**src/rtl/i2s_tx_module.sv**
```systemverilog
// I2S master transmitter: one-frame holding buffer, BCK/LRCK generation and
// MSB-first serialisation with the standard one-BCK data delay.
module i2s_tx_module #(
  parameter int FRAME_RES = 32,
  parameter int DATA_RES  = 24,
  parameter int BCK_DIV   = 4
) (
  input  logic                clk_i,
  input  logic                rst_i,
  input  logic                en_i,
  input  logic [DATA_RES-1:0] left_i,
  input  logic [DATA_RES-1:0] right_i,
  input  logic                valid_i,
  output logic                ready_o,
  output logic                bck_o,
  output logic                lrck_o,
  output logic                dat_o,
  output logic                underrun_o
);

  localparam int HALF  = BCK_DIV / 2;
  localparam int FW    = 2 * FRAME_RES;
  localparam int DIV_W = (HALF > 1) ? $clog2(HALF) : 1;
  localparam int BIT_W = $clog2(FW);

  logic [DIV_W-1:0]    r_div_cnt;
  logic                r_bck;
  logic [BIT_W-1:0]    r_bit_cnt;
  logic                r_lrck;
  logic                r_dat;
  logic [FW-1:0]       r_shift;
  logic                r_underrun;
  logic                r_buf_full;
  logic [DATA_RES-1:0] r_buf_left;
  logic [DATA_RES-1:0] r_buf_right;

  logic                w_div_tc;
  logic                w_fall;
  logic [BIT_W-1:0]    w_next_bit;
  logic                w_frame_start;
  logic [FW-1:0]       w_load_word;
  logic [FW-1:0]       w_src;

  // Divider terminal count, fall-event detection and next slot bit index
  always_comb begin
    w_div_tc      = (r_div_cnt == DIV_W'(HALF - 1));
    w_fall        = en_i && w_div_tc && r_bck;
    w_next_bit    = (r_bit_cnt == BIT_W'(FW - 1)) ? '0 : r_bit_cnt + 1'b1;
    w_frame_start = w_fall && (w_next_bit == '0);
  end

  // Frame word {0, left, pad, 0, right, pad}; at frame start the bit emitted
  // comes from the freshly loaded word so its leading 0 is the delay bit
  always_comb begin
    w_load_word = (FW'(r_buf_left)  << (FW - 1 - DATA_RES))
                | (FW'(r_buf_right) << (FRAME_RES - 1 - DATA_RES));
    if (w_frame_start) begin
      w_src = r_buf_full ? w_load_word : '0;
    end else begin
      w_src = r_shift;
    end
  end

  // Bit clock divider, slot counter and serialiser
  always_ff @(posedge clk_i or negedge rst_i) begin
    if (!rst_i) begin
      r_div_cnt  <= '0;
      r_bck      <= 1'b0;
      r_bit_cnt  <= BIT_W'(FW - 1);
      r_lrck     <= 1'b0;
      r_dat      <= 1'b0;
      r_shift    <= '0;
      r_underrun <= 1'b0;
    end else if (!en_i) begin
      r_div_cnt  <= '0;
      r_bck      <= 1'b0;
      r_bit_cnt  <= BIT_W'(FW - 1);
      r_lrck     <= 1'b0;
      r_dat      <= 1'b0;
      r_shift    <= '0;
      r_underrun <= 1'b0;
    end else begin
      r_underrun <= 1'b0;
      if (w_div_tc) begin
        r_div_cnt <= '0;
        r_bck     <= ~r_bck;
      end else begin
        r_div_cnt <= r_div_cnt + 1'b1;
      end
      if (w_fall) begin
        r_bit_cnt <= w_next_bit;
        r_lrck    <= (w_next_bit >= BIT_W'(FRAME_RES));
        r_dat     <= w_src[FW-1];
        r_shift   <= {w_src[FW-2:0], 1'b0};
        if (w_frame_start && !r_buf_full) begin
          r_underrun <= 1'b1;
        end
      end
    end
  end

  // Single-entry holding buffer; keeps running while the serialiser is disabled.
  // A capture in the same cycle as an empty-buffer load is held for the next frame
  always_ff @(posedge clk_i or negedge rst_i) begin
    if (!rst_i) begin
      r_buf_full  <= 1'b0;
      r_buf_left  <= '0;
      r_buf_right <= '0;
    end else if (valid_i && !r_buf_full) begin
      r_buf_full  <= 1'b1;
      r_buf_left  <= left_i;
      r_buf_right <= right_i;
    end else if (w_frame_start && r_buf_full) begin
      r_buf_full  <= 1'b0;
    end
  end

  assign ready_o    = ~r_buf_full;
  assign bck_o      = r_bck;
  assign lrck_o     = r_lrck;
  assign dat_o      = r_dat;
  assign underrun_o = r_underrun;

endmodule

```
**config.mk**
```make
export PLATFORM = sky130hd
export DESIGN_NAME = i2s_tx_module
export DESIGN_NICKNAME = d
export VERILOG_FILES = /design/src/rtl/i2s_tx_module.sv
export SDC_FILE = /design/constraint.sdc
export NUM_CORES = 1
export LEC_CHECK = 0
export ABC_AREA = 0
export CORE_MARGIN = 4
export CORE_UTILIZATION = 55
export DETAILED_ROUTE_END_ITERATION = 12
export HOLD_SLACK_MARGIN = 0.15
export PLACE_DENSITY_LB_ADDON = 0.05
export SYNTH_ARGS = -nofsm -noshare
export SYNTH_HDL_FRONTEND = slang
export SYNTH_SLANG_ARGS = --single-unit
```
**constraint.sdc**
```tcl
create_clock -name clk_i -period 2.95 [get_ports clk_i]
set_input_delay 0.4425 -clock clk_i [delete_from_list [all_inputs] [get_ports clk_i]]
set_output_delay 0.4425 -clock clk_i [all_outputs]
set_load 0.01 [all_outputs]
```
clk_routes.png
(4 px per um)
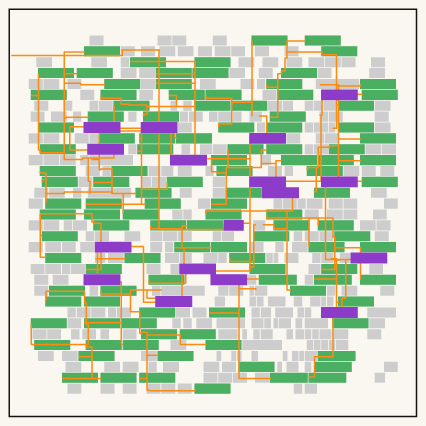
- green: flip-flops (count 116)
- orange: clock wires (length 1460 um)
- purple: clock drivers (count 17)
- routed clock nets: 18
Clock power frac: 43.5%
Clk Latency, worst-skew pair: 0.50 ns
clock network power: 2.12 mW

placement_by_type.png
(4 px per um) Fill, decap, tap and diode cells in grey.
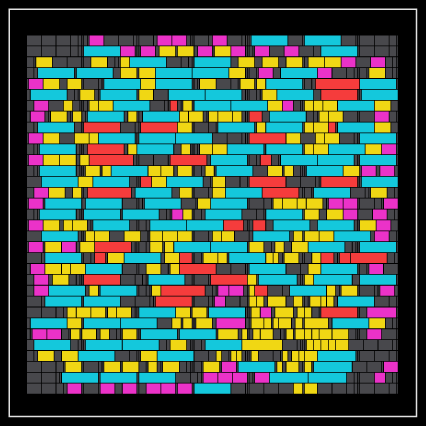
- magenta: remaining buffers and delay cells (cells 64; share of their area 11%)
- red: clock drivers and dummy loads (cells 32; share of their area 10%)
- cyan: sequential cells (cells 116; share of their area 49%)
- yellow: combinational and other logic (cells 205; share of their area 30%)
final cell utilization of the core: 72.6%
share of cell area taken by flip-flops and latches: 48.0%
fin area: 6060 um^2
number of placement rows: 33

clocks.png
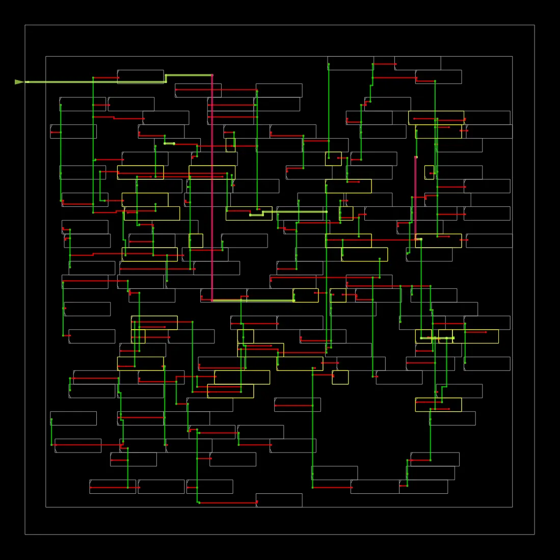
number of clock sinks seen by CTS: 116
clock buffers created by TritonCTS: 17

layer_met2.png
(4 px per um) Cells faint in the background.
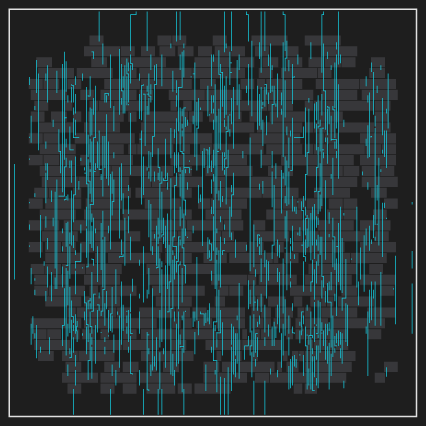
- share of all routed wire: 49%
- main direction: vertical
- nets with wire on the layer: 404
- longest straight run: 51.0 um
total wire length after detailed routing: 9.59 mm
met2 usage in global routing: 30.8%

==> impl_results.html <==
<h2>Implementation results</h2>
<table>
<tr><th>Metric</th><th>Value</th></tr>
<tr><th colspan="2">Final layout</th></tr>
<tr><td>Largest cell class by area</td><td>sequential cells</td></tr>
<tr><td>Biggest register</td><td>r_shift</td></tr>
<tr><td>Number of fill cells in the layout</td><td>562</td></tr>
<tr><td>Flip-flops</td><td>116</td></tr>
<tr><td>Combined flip-flop and latch cell area</td><td>2910 um^2</td></tr>
<tr><td>Max reg flops</td><td>56</td></tr>
<tr><td>Comb_multi_in</td><td>203</td></tr>
<tr><td>Tally of clock buffers in the finished layout</td><td>17</td></tr>
<tr><td>Final-layout non-clock buffer area share</td><td>10.7%</td></tr>
<tr><td>Final cell count without fillers</td><td>522</td></tr>
<tr><th colspan="2">Logic synthesis</th></tr>
<tr><td>Synthesis area per yosys</td><td>4800 um^2</td></tr>
<tr><td>Area fraction in full adders, half adders and majority gates</td><td>0.521%</td></tr>
<tr><td>Cell taking the most area after synthesis</td><td>dfrtp_1</td></tr>
<tr><td>Mapped Avg Cell Area</td><td>13.6 um^2</td></tr>
<tr><td>Synthesized-area fraction occupied by and/or/nand/nor cells</td><td>9.40%</td></tr>
<tr><td>Register area share after synthesis</td><td>60.6%</td></tr>
<tr><td>Yosys cell count</td><td>354</td></tr>
<tr><td>Async set-or-reset flop fraction in the synthesized netlist</td><td>100%</td></tr>
<tr><td>Number of enable flip-flop cells</td><td>0</td></tr>
<tr><td>Area share of the leading cell type in the synthesized netlist</td><td>57.3%</td></tr>
<tr><td>Cell Area, Synth</td><td>4800 um^2</td></tr>
<tr><th colspan="2">STA</th></tr>
<tr><td>WHS</td><td>0.482 ns</td></tr>
<tr><td>Unrepaired setup endpoints after global routing</td><td>false</td></tr>
<tr><td>Post-Route Skew</td><td>0.0111 ns</td></tr>
<tr><td>Min Clock Period, post-route</td><td>2.52 ns</td></tr>
<tr><td>Post-route fraction of the period consumed by the critical path</td><td>85.4%</td></tr>
<tr><td>Number of max-slew violations in the final report</td><td>0</td></tr>
<tr><td>Minimum setup slack in the final design</td><td>0.431 ns</td></tr>
<tr><th colspan="2">CTS</th></tr>
<tr><td>Setup bufs post-CTS</td><td>0</td></tr>
<tr><td>Cell at the root of the clock tree</td><td>clkbuf_8</td></tr>
<tr><td>Post-cts gate resize count</td><td>0</td></tr>
<tr><td>Post-CTS clock slew at the launch and capture registers of the worst setup and hold paths</td><td>0.06 ns</td></tr>
<tr><td>Total of hold buffers inserted after clock tree synthesis</td><td>1</td></tr>
<tr><th colspan="2">Pwr</th></tr>
<tr><td>Static Leakage</td><td>2.85 nW</td></tr>
<tr><td>Net load switching power</td><td>1.17 mW</td></tr>
<tr><td>Power per unit of standard cell area</td><td>806 nW/um^2</td></tr>
<tr><td>Sequential Power Share</td><td>44.9%</td></tr>
<tr><td>Peak VDD IR</td><td>0.464 mV</td></tr>
<tr><th colspan="2">Worst hold path</th></tr>
<tr><td>Worst hold path cell count</td><td>1</td></tr>
<tr><td>Worst hold path startpoint</td><td>r_shift[63]$_DFFE_PN0P_</td></tr>
<tr><th colspan="2">Drt</th></tr>
<tr><td>Met3 wire len</td><td>504 um</td></tr>
<tr><td>Detailed-route DRC error count</td><td>0</td></tr>
<tr><td>Count of TritonRoute iterations in the first routing pass</td><td>4</td></tr>
<tr><td>Highest routing layer actually used</td><td>met4</td></tr>
<tr><th colspan="2">Critical path</th></tr>
<tr><td>Family with the most delay on the worst path</td><td>AND-OR/OR-AND gates</td></tr>
<tr><td>Number of cell instances on the worst register-to-register path</td><td>5</td></tr>
<tr><td>Peak per-stage delay on the critical path</td><td>0.96 ns</td></tr>
<tr><td>Timing startpoint of the critical path</td><td>r_bit_cnt[0]$_DFFE_PN1P_</td></tr>
<tr><th colspan="2">Run</th></tr>
<tr><td>Max capacitance violation total</td><td>0</td></tr>
<tr><th colspan="2">Floorplan</th></tr>
<tr><td>Fp_density</td><td>57.6%</td></tr>
<tr><td>Area of the placeable core</td><td>8340 um^2</td></tr>
<tr><td>X dimension of the die</td><td>101 um</td></tr>
<tr><td>I/O Pins</td><td>57</td></tr>
<tr><th colspan="2">GRT</th></tr>
<tr><td>GRT Max-Usage Layer</td><td>met2</td></tr>
<tr><td>Met1 track utilization from global routing</td><td>27.7%</td></tr>
<tr><td>Via count of the first global-routing pass</td><td>3268</td></tr>
<tr><td>Wire length of the first global-routing pass</td><td>16.1 mm</td></tr>
<tr><td>Global-route usage over all layers</td><td>20.4%</td></tr>
<tr><th colspan="2">Placement</th></tr>
<tr><td>Estimated wirelength of the detail-placed design</td><td>5.60 mm</td></tr>
<tr><th colspan="2">Run status</th></tr>
<tr><td>Outcome</td><td>complete, no violations</td></tr>
</table>
No activity file was given, so power comes from the tool's default toggle rates.
